File: src/rtl/sys_defs.sv
// Shared processor-level definitions: memory bus commands, load-tag owner
// identifiers and the size of the memory tag space.
package sys_defs;

  typedef enum logic [1:0] {
    BUS_NONE  = 2'h0,
    BUS_LOAD  = 2'h1,
    BUS_STORE = 2'h2
  } bus_command_t;

  typedef enum logic {
    OWN_I = 1'b0,
    OWN_D = 1'b1
  } mem_owner_t;

  // Memory tags are 4 bits wide; tag 0 means "no tag", so 15 are usable.
  localparam int unsigned NumTags = 15;

endpackage

File: src/rtl/tag_owner_table.sv
// Tracks which cache owns each in-flight memory load tag (1..15).
// Ports:
//   clock, reset          : clock and synchronous active-high reset
//   alloc_en_i/tag/owner  : record a newly accepted load at the clock edge
//   free_en_i, free_tag_i : returning tag; cleared at the edge if valid
//   rd_valid_o/rd_owner_o : registered valid/owner of free_tag_i
//   i_count_o, d_count_o  : number of valid entries per owner
//   collision_o           : sticky, set when alloc hits an already valid entry
module tag_owner_table
  import sys_defs::*;
(
  input  logic       clock,
  input  logic       reset,
  input  logic       alloc_en_i,
  input  logic [3:0] alloc_tag_i,
  input  mem_owner_t alloc_owner_i,
  input  logic       free_en_i,
  input  logic [3:0] free_tag_i,
  output logic       rd_valid_o,
  output mem_owner_t rd_owner_o,
  output logic [3:0] i_count_o,
  output logic [3:0] d_count_o,
  output logic       collision_o
);

  logic [NumTags:1] valid_q, valid_d;
  // One bit per entry: 0 = OWN_I, 1 = OWN_D.
  logic [NumTags:1] own_q, own_d;
  logic             err_q, err_d;

  always_comb begin
    valid_d    = valid_q;
    own_d      = own_q;
    err_d      = err_q;
    rd_valid_o = 1'b0;
    rd_owner_o = OWN_I;
    i_count_o  = '0;
    d_count_o  = '0;
    for (int unsigned i = 1; i <= NumTags; i++) begin
      if (free_tag_i == 4'(i)) begin
        rd_valid_o = valid_q[i];
        rd_owner_o = mem_owner_t'(own_q[i]);
        if (free_en_i) valid_d[i] = 1'b0;
      end
      // Applied after the free so a same-tag allocate leaves the entry valid.
      if (alloc_en_i && (alloc_tag_i == 4'(i))) begin
        if (valid_q[i]) err_d = 1'b1;
        valid_d[i] = 1'b1;
        own_d[i]   = alloc_owner_i;
      end
      i_count_o = i_count_o + 4'(valid_q[i] & ~own_q[i]);
      d_count_o = d_count_o + 4'(valid_q[i] & own_q[i]);
    end
  end

  always_ff @(posedge clock) begin
    if (reset) begin
      valid_q <= '0;
      own_q   <= '0;
      err_q   <= 1'b0;
    end else begin
      valid_q <= valid_d;
      own_q   <= own_d;
      err_q   <= err_d;
    end
  end

  assign collision_o = err_q;

endmodule

File: src/rtl/mem_arbiter.sv
// Shares the single processor-memory bus port between icache and dcache.
// Grants at most one requester per cycle (dcache preferred, icache after
// STARVE_LIMIT consecutive losses), forwards its command and the memory
// accept response, and steers returning load tags/data to their owner.
// Ports:
//   clock, reset                   : clock, synchronous active-high reset
//   Icache2arb_*, Dcache2arb_*     : requester commands, addresses, store data
//   Imem2proc_*, Dmem2proc_*       : per-cache response, return tag, data
//   proc2mem_*                     : command/addr/data to memory
//   mem2proc_*                     : memory accept tag, return tag, data
//   i_outstanding, d_outstanding   : in-flight loads per owner
//   tag_error                      : sticky duplicate-tag allocation flag
module mem_arbiter
  import sys_defs::*;
#(
  parameter int unsigned STARVE_LIMIT = 4
) (
  input  logic         clock,
  input  logic         reset,
  input  bus_command_t Icache2arb_command,
  input  logic [31:0]  Icache2arb_addr,
  input  bus_command_t Dcache2arb_command,
  input  logic [31:0]  Dcache2arb_addr,
  input  logic [63:0]  Dcache2arb_data,
  output logic [3:0]   Imem2proc_response,
  output logic [3:0]   Imem2proc_tag,
  output logic [63:0]  Imem2proc_data,
  output logic [3:0]   Dmem2proc_response,
  output logic [3:0]   Dmem2proc_tag,
  output logic [63:0]  Dmem2proc_data,
  output bus_command_t proc2mem_command,
  output logic [31:0]  proc2mem_addr,
  output logic [63:0]  proc2mem_data,
  input  logic [3:0]   mem2proc_response,
  input  logic [3:0]   mem2proc_tag,
  input  logic [63:0]  mem2proc_data,
  output logic [3:0]   i_outstanding,
  output logic [3:0]   d_outstanding,
  output logic         tag_error
);

  localparam int unsigned StarveW = (STARVE_LIMIT < 1) ? 1 : $clog2(STARVE_LIMIT + 1);
  localparam logic [StarveW-1:0] StarveMax = StarveW'(STARVE_LIMIT);

  logic [StarveW-1:0] starve_q, starve_d;
  logic               i_act, d_act, grant_i, grant_d;
  logic               alloc_en, ret_hit;
  mem_owner_t         alloc_owner, rd_owner;
  logic               rd_valid;

  always_comb begin
    i_act   = (Icache2arb_command != BUS_NONE);
    d_act   = (Dcache2arb_command != BUS_NONE);
    grant_i = !reset && i_act && (!d_act || (starve_q == StarveMax));
    grant_d = !reset && d_act && !grant_i;

    starve_d = '0;
    if (!reset && i_act && !grant_i) begin
      starve_d = (starve_q == StarveMax) ? starve_q : starve_q + 1'b1;
    end

    proc2mem_command = BUS_NONE;
    proc2mem_addr    = '0;
    proc2mem_data    = '0;
    if (grant_i) begin
      proc2mem_command = Icache2arb_command;
      proc2mem_addr    = Icache2arb_addr;
    end else if (grant_d) begin
      proc2mem_command = Dcache2arb_command;
      proc2mem_addr    = Dcache2arb_addr;
      proc2mem_data    = Dcache2arb_data;
    end

    Imem2proc_response = grant_i ? mem2proc_response : 4'h0;
    Dmem2proc_response = grant_d ? mem2proc_response : 4'h0;

    // Stores carry no return tag, so only accepted loads allocate.
    alloc_en    = (grant_i || grant_d) && (proc2mem_command == BUS_LOAD) &&
                  (mem2proc_response != 4'h0);
    alloc_owner = grant_i ? OWN_I : OWN_D;

    // Unknown tags (never allocated, or forgotten by reset) are dropped.
    ret_hit       = !reset && (mem2proc_tag != 4'h0) && rd_valid;
    Imem2proc_tag = (ret_hit && (rd_owner == OWN_I)) ? mem2proc_tag : 4'h0;
    Dmem2proc_tag = (ret_hit && (rd_owner == OWN_D)) ? mem2proc_tag : 4'h0;
  end

  assign Imem2proc_data = mem2proc_data;
  assign Dmem2proc_data = mem2proc_data;

  always_ff @(posedge clock) begin
    if (reset) starve_q <= '0;
    else       starve_q <= starve_d;
  end

  tag_owner_table u_table (
    .clock         (clock),
    .reset         (reset),
    .alloc_en_i    (alloc_en),
    .alloc_tag_i   (mem2proc_response),
    .alloc_owner_i (alloc_owner),
    .free_en_i     (mem2proc_tag != 4'h0),
    .free_tag_i    (mem2proc_tag),
    .rd_valid_o    (rd_valid),
    .rd_owner_o    (rd_owner),
    .i_count_o     (i_outstanding),
    .d_count_o     (d_outstanding),
    .collision_o   (tag_error)
  );

endmodule

File: config.mk
export PLATFORM = sky130hd
export DESIGN_NAME = mem_arbiter
export DESIGN_NICKNAME = d
export VERILOG_FILES = /design/src/rtl/sys_defs.sv /design/src/rtl/tag_owner_table.sv /design/src/rtl/mem_arbiter.sv
export SDC_FILE = /design/constraint.sdc
export NUM_CORES = 1
export LEC_CHECK = 0
export ABC_AREA = 1
export CELL_PAD_IN_SITES_DETAIL_PLACEMENT = 1
export CELL_PAD_IN_SITES_GLOBAL_PLACEMENT = 1
export CORE_AREA = 2 2 176 178
export CTS_CLUSTER_DIAMETER = 120
export CTS_CLUSTER_SIZE = 10
export DETAILED_ROUTE_END_ITERATION = 12
export DIE_AREA = 0 0 178 180
export PLACE_DENSITY = 0.85
export SLEW_MARGIN = 20
export SYNTH_ARGS = -nofsm -noshare
export SYNTH_HDL_FRONTEND = slang
export SYNTH_SLANG_ARGS = --single-unit
File: constraint.sdc
create_clock -name clock -period 3.85 [get_ports clock]
set_input_delay 0.385 -clock clock [delete_from_list [all_inputs] [get_ports clock]]
set_output_delay 0.385 -clock clock [all_outputs]
set_load 0.02 [all_outputs]
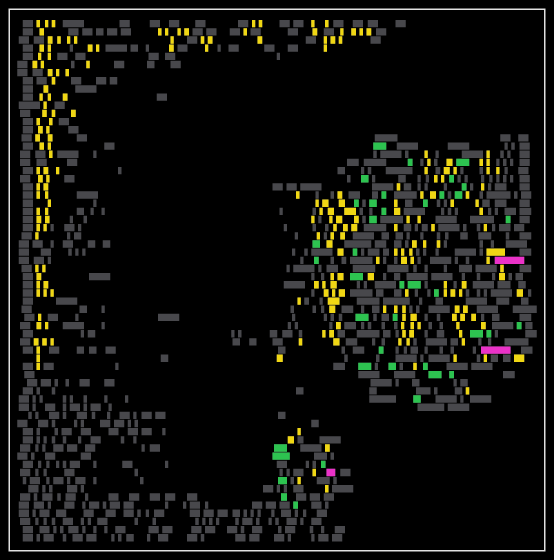
(run_1/gate_families.png)
(3 px per um)
yellow -> NAND gates  # cells 214
green -> inverting AOI/OAI gates  # cells 40
magenta -> XOR/XNOR gates  # cells 3
logic share of the area: 34.1%
final cell count without fillers: 1,346
Top cell excl fill/tap: clkdlybuf4s50_1

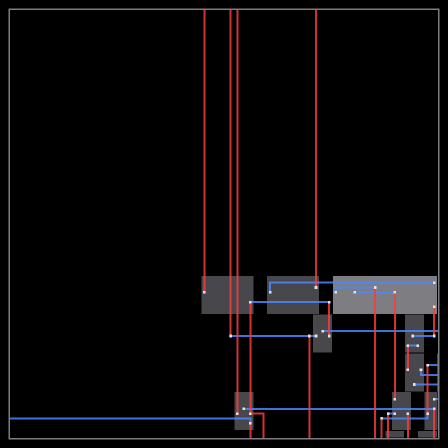
(run_1/zoom.png)
Region (74, 111) to (104, 141) um. Cells in gray, sequential cells in the stronger gray; small squares are vias.
blue -> met1
red -> met2
netlist names of flops here include = `u_table.collision_o` (1)
most frequent = nand2_1 (3), nor2_1 (2), clkdlybuf4s50_1 (2)
sequential cells in the window = 1
cells with their middle in the window = 9

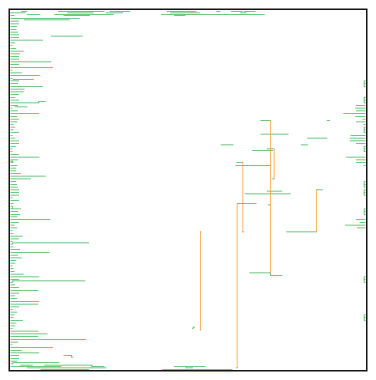
(run_1/metal_stack.png)
(2 px per um) Two of the layers only.
orange -> met4  # wire length 278 um
green -> met3  # wire length 1,560 um
DR vias: 5,232
WL per Instance: 17.0 um
total global-route track usage: 13.8%

==> results.py, run 1 <==
# Auto-generated metrics
metrics = {
    "clock_network": {
        "htreeDepth": 2,
        "numCtsBuffers": 5,
    },
    "sta": {
        "worst_slack_ns": -0.558,
        "rsz0062_at_grt": "yes",
        "period_minus_slack_ns": 4.41,
        "hold_ws_ns": 0.462,
        "hold_viol_final": 0,
        "setup_viol": 8,
    },
    "critical_path": {
        "crit_path_start_kind": "register",
        "path_max_fanout": 2,
        "critical_path.n_buffers_inverters": 5,
        "rr_startpoint": "starve_q[0]$_SDFFE_PP0N_",
        "r2r_cells": 14,
        "crit_start": "u_table.valid_q[10]$_SDFFE_PP0P_",
    },
    "global_route": {
        "grt.busiest_layer": "met2",
        "grt_max_degree": 57,
        "antenna_found_initial": 0,
    },
    "die": {
        "num_rows": 64,
        "io_pins": 457,
    },
    "routing": {
        "drtIter0Drc": 173,
        "top_layer": "met4",
    },
    "pwr": {
        "powerComb_w": 0.000611,
        "power_density_nw_per_um2": 186,
        "swShare_pct": 34.2,
        "power.switching_w": 0.000475,
        "top_power_group": "combinational cells",
    },
    "placement": {
        "postPlaceCellArea_um2": 7190,
        "hpwlAfterDp_um": 20000,
    },
    "synth": {
        "top_cell": "nor2_1",
        "ys_sh_simple_pct": 35.3,
        "top_cells_by_count": "nor2_1 (167), nand2_1 (140), inv_1 (136)",
        "yosysSeqAreaShare_pct": 14.4,
        "yosys_warnings": 0,
        "syn_inst": 787,
    },
    "layout": {
        "largest_registers": "u_table.own_q (15), u_table.valid_q (15), starve_q (3)",
        "fill_cells": 3721,
        "seq_share_pct": 9.25,
        "inverters": 139,
    },
    "outcome": {
        "status": "complete, but fails checks",
        "violations": "negative setup slack",
    },
    "hold_path": {
        "whs_endpoint": "starve_q[0]$_SDFFE_PP0N_",
    },
}
==> run 2: changes to the inputs <==
--- a/config.mk
+++ b/config.mk
@@ -5,15 +5,14 @@
 export SDC_FILE = /design/constraint.sdc
 export NUM_CORES = 1
 export LEC_CHECK = 0
-export ABC_AREA = 1
 export CELL_PAD_IN_SITES_DETAIL_PLACEMENT = 1
 export CELL_PAD_IN_SITES_GLOBAL_PLACEMENT = 1
-export CORE_AREA = 2 2 176 178
+export CORE_AREA = 2 2 179 181
 export CTS_CLUSTER_DIAMETER = 120
 export CTS_CLUSTER_SIZE = 10
 export DETAILED_ROUTE_END_ITERATION = 12
-export DIE_AREA = 0 0 178 180
-export PLACE_DENSITY = 0.85
+export DIE_AREA = 0 0 181 183
+export PLACE_DENSITY = 0.81
 export SLEW_MARGIN = 20
 export SYNTH_ARGS = -nofsm -noshare
 export SYNTH_HDL_FRONTEND = slang
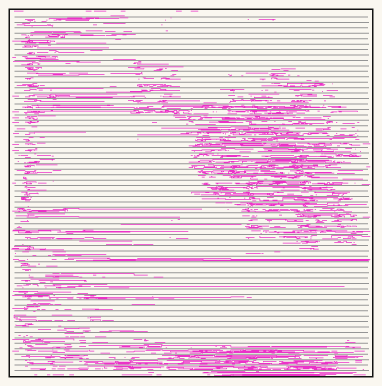
(run_2/met1.png)
(2 px per um) Supply wires on this layer in gray.
share of all routed wire = 42%
wire length on this layer = 10,600 um
main direction = horizontal
DR vias: 5,153
met1 usage: 17.8%
WL final: 25,000 um

==> run 2 against run 1 <==
Against the previous run:
- the flow still finishes with violations (negative setup slack)
- synthesized area down 1.8%
- worst setup slack better by 0.076 ns
- critical path depth down 1
- power up 5.7%
- global-route usage up 0.62 points
- critical path type unchanged
- clock skew up 0.0036 ns
- cell count down 10%
- clock-buffer cell count down 1
- die size up 3.4%
==> results.py, run 2 <==
# Auto-generated metrics
metrics = {
    "outcome": {
        "status": "complete, but fails checks",
        "violations": "negative setup slack",
    },
    "sta": {
        "hold_viol_final": 0,
        "setup_viol": 8,
        "rsz0062_at_grt": "yes",
        "worst_slack_ns": -0.482,
        "period_minus_slack_ns": 4.33,
    },
    "clock_network": {
        "cts_tree": "yes",
        "post_cts_buffers": 1,
        "htreeDepth": 2,
        "numCtsBuffers": 5,
    },
    "layout": {
        "fill_cells": 3738,
        "fin_util_pct": 23.6,
        "inverters": 21,
        "largest_registers": "u_table.own_q (15), u_table.valid_q (15), starve_q (3)",
        "seq_share_pct": 9.36,
    },
    "pwr": {
        "top_power_group": "combinational cells",
        "power_density_nw_per_um2": 199,
        "swShare_pct": 33.0,
        "powerComb_w": 0.000633,
        "power.switching_w": 0.000485,
    },
    "critical_path": {
        "crit_start": "u_table.own_q[10]$_SDFFE_PP0P_",
        "critical_path.n_buffers_inverters": 4,
        "crit_path_start_kind": "register",
        "path_max_fanout": 3,
        "r2r_cells": 8,
    },
    "placement": {
        "postPlaceCellArea_um2": 7130,
        "hpwlAfterDp_um": 21200,
        "gp_congestion": 0.910,
    },
    "hold_path": {
        "whs_endpoint": "starve_q[0]$_SDFFE_PP0N_",
    },
    "global_route": {
        "grt.busiest_layer": "met2",
        "grt_max_degree": 102,
        "antenna_found_initial": 4,
    },
    "synth": {
        "yosys_most_used_dff": "dfxtp_1",
        "top_cell": "buf_4",
        "yosysSeqAreaShare_pct": 14.6,
        "ys_sh_simple_pct": 32.9,
        "top_cells_by_count": "buf_4 (129), nand2_1 (96), and3_1 (70)",
    },
    "routing": {
        "top_layer": "met5",
        "drtIter0Drc": 327,
    },
    "die": {
        "core_area_um2": 31200,
        "num_rows": 65,
        "io_pins": 457,
    },
}
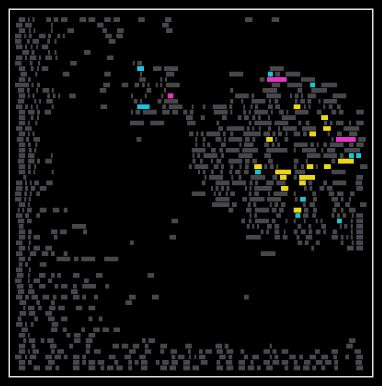
(run_2/gate_families.png)
(2 px per um)
magenta -> XOR/XNOR gates  # cells 3
yellow -> multiplexers  # cells 15, where east
cyan -> AND-OR and OR-AND gates  # cells 10
final cell count without fillers: 1,205
logic share of the area: 38.4%

==> run 3: changes to the inputs <==
--- a/config.mk
+++ b/config.mk
@@ -13,7 +13,7 @@
 export DETAILED_ROUTE_END_ITERATION = 12
 export DIE_AREA = 0 0 181 183
 export PLACE_DENSITY = 0.81
-export SLEW_MARGIN = 20
+export SLEW_MARGIN = 0
 export SYNTH_ARGS = -nofsm -noshare
 export SYNTH_HDL_FRONTEND = slang
 export SYNTH_SLANG_ARGS = --single-unit
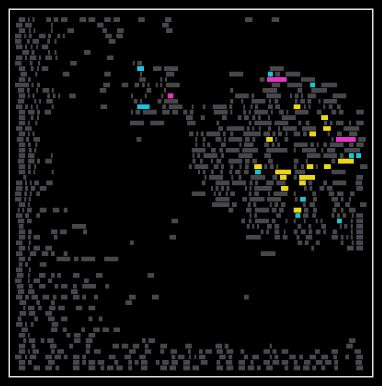
(run_3/gate_families.png)
(2 px per um)

==> run 3 against run 2 <==
Against the previous run:
- the run still ends with negative setup slack left
- core utilization stayed put
- synthesized area is the same
- die size did not move
- flip-flop count unchanged
- worst setup slack unchanged
- critical path type unchanged
==> results.py, run 3 <==
# Auto-generated metrics
metrics = {
    "critical_path": {
        "path_max_fanout": 3,
        "crit_path_start_kind": "register",
        "critical_path.n_buffers_inverters": 4,
    },
    "synth": {
        "top_cells_by_count": "buf_4 (129), nand2_1 (96), and3_1 (70)",
        "ys_sh_simple_pct": 32.9,
    },
    "pwr": {
        "top_power_group": "combinational cells",
        "power_density_nw_per_um2": 199,
    },
    "routing": {
        "totalWireLength_um": 25000,
        "num_vias": 5153,
        "drtIter0Drc": 327,
        "top_layer": "met5",
    },
    "sta": {
        "setup_viol": 8,
        "hold_ws_ns": 0.463,
        "rsz0062_at_grt": "yes",
        "worst_slack_ns": -0.482,
    },
    "clock_network": {
        "post_cts_buffers": 1,
        "numCtsBuffers": 5,
    },
    "outcome": {
        "violations": "negative setup slack",
        "status": "complete, but fails checks",
    },
    "placement": {
        "hpwlAfterDp_um": 21200,
        "gp_congestion": 0.910,
    },
    "die": {
        "core_area_um2": 31200,
        "num_rows": 65,
        "io_pins": 457,
    },
    "layout": {
        "layout_top_cell": "clkdlybuf4s50_1",
        "fin_util_pct": 23.6,
        "comb_area_share_pct": 38.4,
        "largest_registers": "u_table.own_q (15), u_table.valid_q (15), starve_q (3)",
    },
    "hold_path": {
        "whs_endpoint": "starve_q[0]$_SDFFE_PP0N_",
    },
}
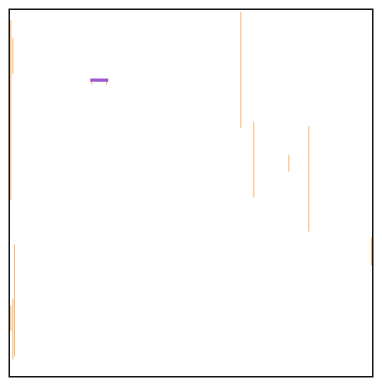
(run_3/metal_stack.png)
(2 px per um) Two of the layers only.
purple -> met5  # wire length 7.40 um
orange -> met4  # wire length 379 um
WL per Instance: 20.8 um
total global-route track usage: 14.4%

Power is estimated from default activity; no workload was simulated.
